--- config.mk ---
export PLATFORM = sky130hd
export DESIGN_NAME = pipelined_binary_to_thermometer
export DESIGN_NICKNAME = d
export VERILOG_FILES = /design/src/rtl/pipelined_binary_to_thermometer.sv
export SDC_FILE = /design/constraint.sdc
export NUM_CORES = 1
export LEC_CHECK = 0
export CORE_MARGIN = 2
export CORE_UTILIZATION = 49
export DETAILED_ROUTE_END_ITERATION = 12
export GPL_TIMING_DRIVEN = 1
export MAX_ROUTING_LAYER = met4
export PLACE_DENSITY = 0.8
export SLEW_MARGIN = 10
export SYNTH_ARGS = -nofsm -noshare
export SYNTH_HDL_FRONTEND = slang
export SYNTH_HIERARCHICAL = 1
export SYNTH_SLANG_ARGS = --single-unit
--- constraint.sdc ---
create_clock -name clk -period 2.1 [get_ports clk]
set_input_delay 0.315 -clock clk [delete_from_list [all_inputs] [get_ports clk]]
set_output_delay 0.315 -clock clk [all_outputs]
set_load 0.005 [all_outputs]
--- src/rtl/pipelined_binary_to_thermometer.sv ---
// Multi-lane binary-to-thermometer converter with unsigned/signed clamping,
// two register stages under a single global stall, and a saturation event counter.

module pbt_lane #(
    parameter int INPUT_WIDTH = 3
) (
    input  logic                           clk,
    input  logic                           rst,
    input  logic                           adv,
    input  logic                           mode,
    input  logic [INPUT_WIDTH:0]           lane_in,
    output logic [(2**INPUT_WIDTH)-2:0]    therm,
    output logic                           sat
);
    localparam int THERM_W = 2**INPUT_WIDTH - 1;

    typedef struct packed {
        logic [INPUT_WIDTH-1:0] val;
        logic                   sat;
    } s1_t;

    typedef struct packed {
        logic [THERM_W-1:0] therm;
        logic               sat;
    } s2_t;

    s1_t                clamp_d;
    s1_t                s1_q;
    s2_t                s2_q;
    logic [THERM_W-1:0] therm_d;

    // A set top bit means out of range in both modes: unsigned >= 2**W clamps
    // to all ones (== THERM_W), signed negative clamps to zero.
    always_comb begin
        clamp_d.val = lane_in[INPUT_WIDTH-1:0];
        clamp_d.sat = 1'b0;
        if (lane_in[INPUT_WIDTH]) begin
            clamp_d.sat = 1'b1;
            clamp_d.val = mode ? '0 : '1;
        end
    end

    for (genvar k = 0; k < THERM_W; k++) begin : g_bit
        assign therm_d[k] = (INPUT_WIDTH'(k) < s1_q.val);
    end

    always_ff @(posedge clk) begin
        if (rst) begin
            s1_q <= '0;
            s2_q <= '0;
        end else if (adv) begin
            s1_q <= clamp_d;
            s2_q <= '{therm: therm_d, sat: s1_q.sat};
        end
    end

    assign therm = s2_q.therm;
    assign sat   = s2_q.sat;
endmodule

module pipelined_binary_to_thermometer #(
    parameter int INPUT_WIDTH = 3,
    parameter int NUM_LANES   = 4,
    parameter int CNT_WIDTH   = 16
) (
    input  logic                                         clk,
    input  logic                                         rst,
    input  logic                                         mode,
    input  logic                                         sat_clr,
    input  logic                                         in_valid,
    output logic                                         in_ready,
    input  logic [NUM_LANES*(INPUT_WIDTH+1)-1:0]         in_data,
    output logic                                         out_valid,
    input  logic                                         out_ready,
    output logic [NUM_LANES*((2**INPUT_WIDTH)-1)-1:0]    out_therm,
    output logic [NUM_LANES-1:0]                         out_sat,
    output logic [CNT_WIDTH-1:0]                         sat_count
);
    localparam int THERM_W = 2**INPUT_WIDTH - 1;
    localparam int STAGES  = 2;

    logic                                 adv;
    logic [STAGES:1]                      vld_pipe;
    logic [NUM_LANES-1:0][INPUT_WIDTH:0]  lane_in;
    logic [NUM_LANES-1:0][THERM_W-1:0]    lane_therm;

    assign lane_in   = in_data;
    assign out_therm = lane_therm;
    assign out_valid = vld_pipe[STAGES];

    // Whole pipe moves together: a held output stalls every stage behind it.
    assign adv      = out_ready | ~out_valid;
    assign in_ready = adv;

    always_ff @(posedge clk) begin
        if (rst)
            vld_pipe <= '0;
        else if (adv)
            vld_pipe <= {vld_pipe[STAGES-1:1], in_valid};
    end

    for (genvar i = 0; i < NUM_LANES; i++) begin : g_lane
        pbt_lane #(.INPUT_WIDTH(INPUT_WIDTH)) u_lane (
            .clk     (clk),
            .rst     (rst),
            .adv     (adv),
            .mode    (mode),
            .lane_in (lane_in[i]),
            .therm   (lane_therm[i]),
            .sat     (out_sat[i])
        );
    end

    // Clear beats a concurrent increment; the count sticks at all ones.
    always_ff @(posedge clk) begin
        if (rst || sat_clr)
            sat_count <= '0;
        else if (out_valid && out_ready && (|out_sat) && (sat_count != '1))
            sat_count <= sat_count + 1'b1;
    end
endmodule

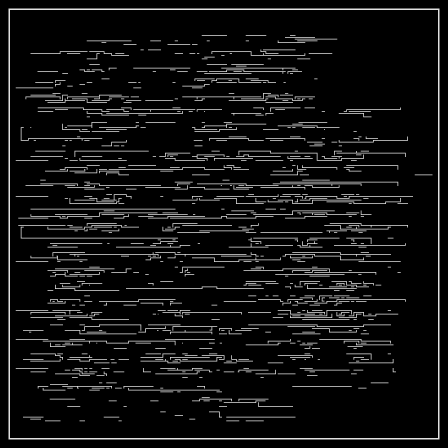
layer_met1.png
The longest straight run is 29.4 microns. The layer holds 48% of the routed length. The layer carries 2980 microns of wire.

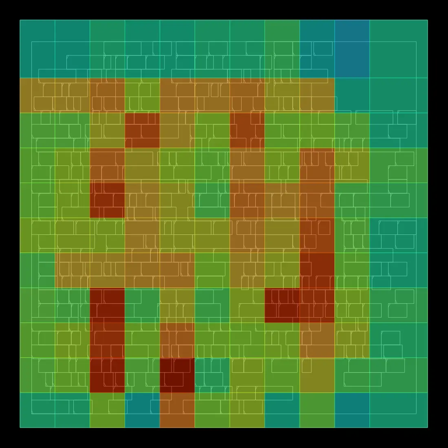
congestion.png
GR peak layer: met2
routing usage on met3: 0.06517
GR Util met2: 0.3017
fin util: 0.6765
GRT Util Overall: 0.2115

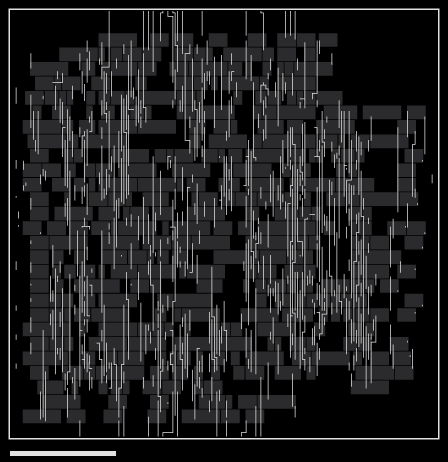
layer_met2.png
Scale bar: 20 microns.
The wires run mostly vertical. The layer holds 45% of the routed length. The longest straight run is 26.5 microns. 341 nets have wire on it.
total number of vias: 2506
final wirelength: 6192 microns

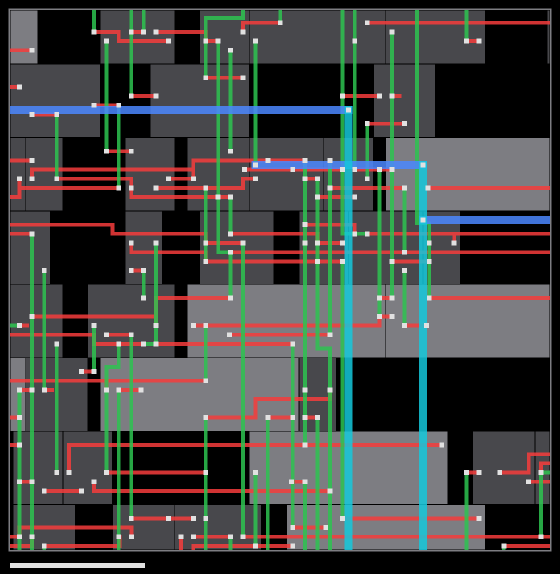
detail.png
Scale bar: 5 microns. Window x 10 to 30, y 50 to 70 microns. Cells in grey, sequential cells in the stronger grey; small squares are vias.
metal 2: drawn in green. metal 4: drawn in cyan. metal 3: drawn in blue. metal 1: drawn in red.
33 logic cells have their middle in the window. Most frequent: nand2b_1 (6), dfxtp_1 (6). Netlist names of flops here include `g_lane.u_lane/therm` (3), `g_lane.u_lane/s1_q` (3). Sequential cells in the window: 6.

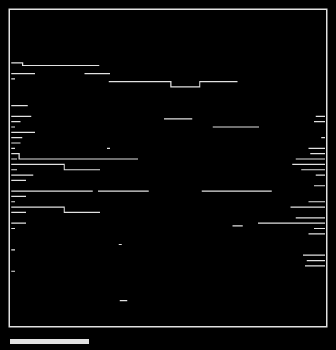
layer_met3.png
Scale bar: 20 microns.
The layer holds 5.9% of the routed length. The wires run mostly horizontal. The longest straight run is 30.1 microns. 50 nets have wire on it. The layer carries 367 microns of wire.

==> results.txt <==
yosys + openroad results -> cell mode on critical path=clkdlybuf4s50_1, Residual DRC=0, number of clock sinks=66, Clk pwr share=0.382, Final WS setup=about 190 ps, Crit path arrival time=approximately 1600 ps, Nets=404, Final Cell Area=0.003771 sq mm, Synth top cell by count=dfxtp_1, register area=approximately 0.0013 sq mm, area fraction in mux cells=0.05594, post-synthesis sequential area ratio=0.4615, AO/OA Area Share=0.1713, Final setup violation count=0, XOR/XNOR Area Share=0, Max H-tree Level=3, bufs w/o clock=75, Core Area=0.005574 sq mm, Synth cell types=41, Post-Layout Cell Count=457, Logic pwr share=0.102, Post-CTS Setup Bufs=0, post-synth top area cell=dfxtp_1, R2R Path Start=sat_count[0], status=completed, starting density of the core=0.5136, TritonCTS buffer count=9, startpoint types=input pin, Worst R2R Path Depth=5, Die Span X=80.44 microns, sequential power=1.37 mW, Achievable Freq=522.6 MHz, Logic Gate Count=227, Most used DFF post-synth=dfxtp_1, TAP cells=72, first-pass GRT wire length=just over 10000 microns, gpl congestion=0.8954
Power is estimated from default activity; no workload was simulated.
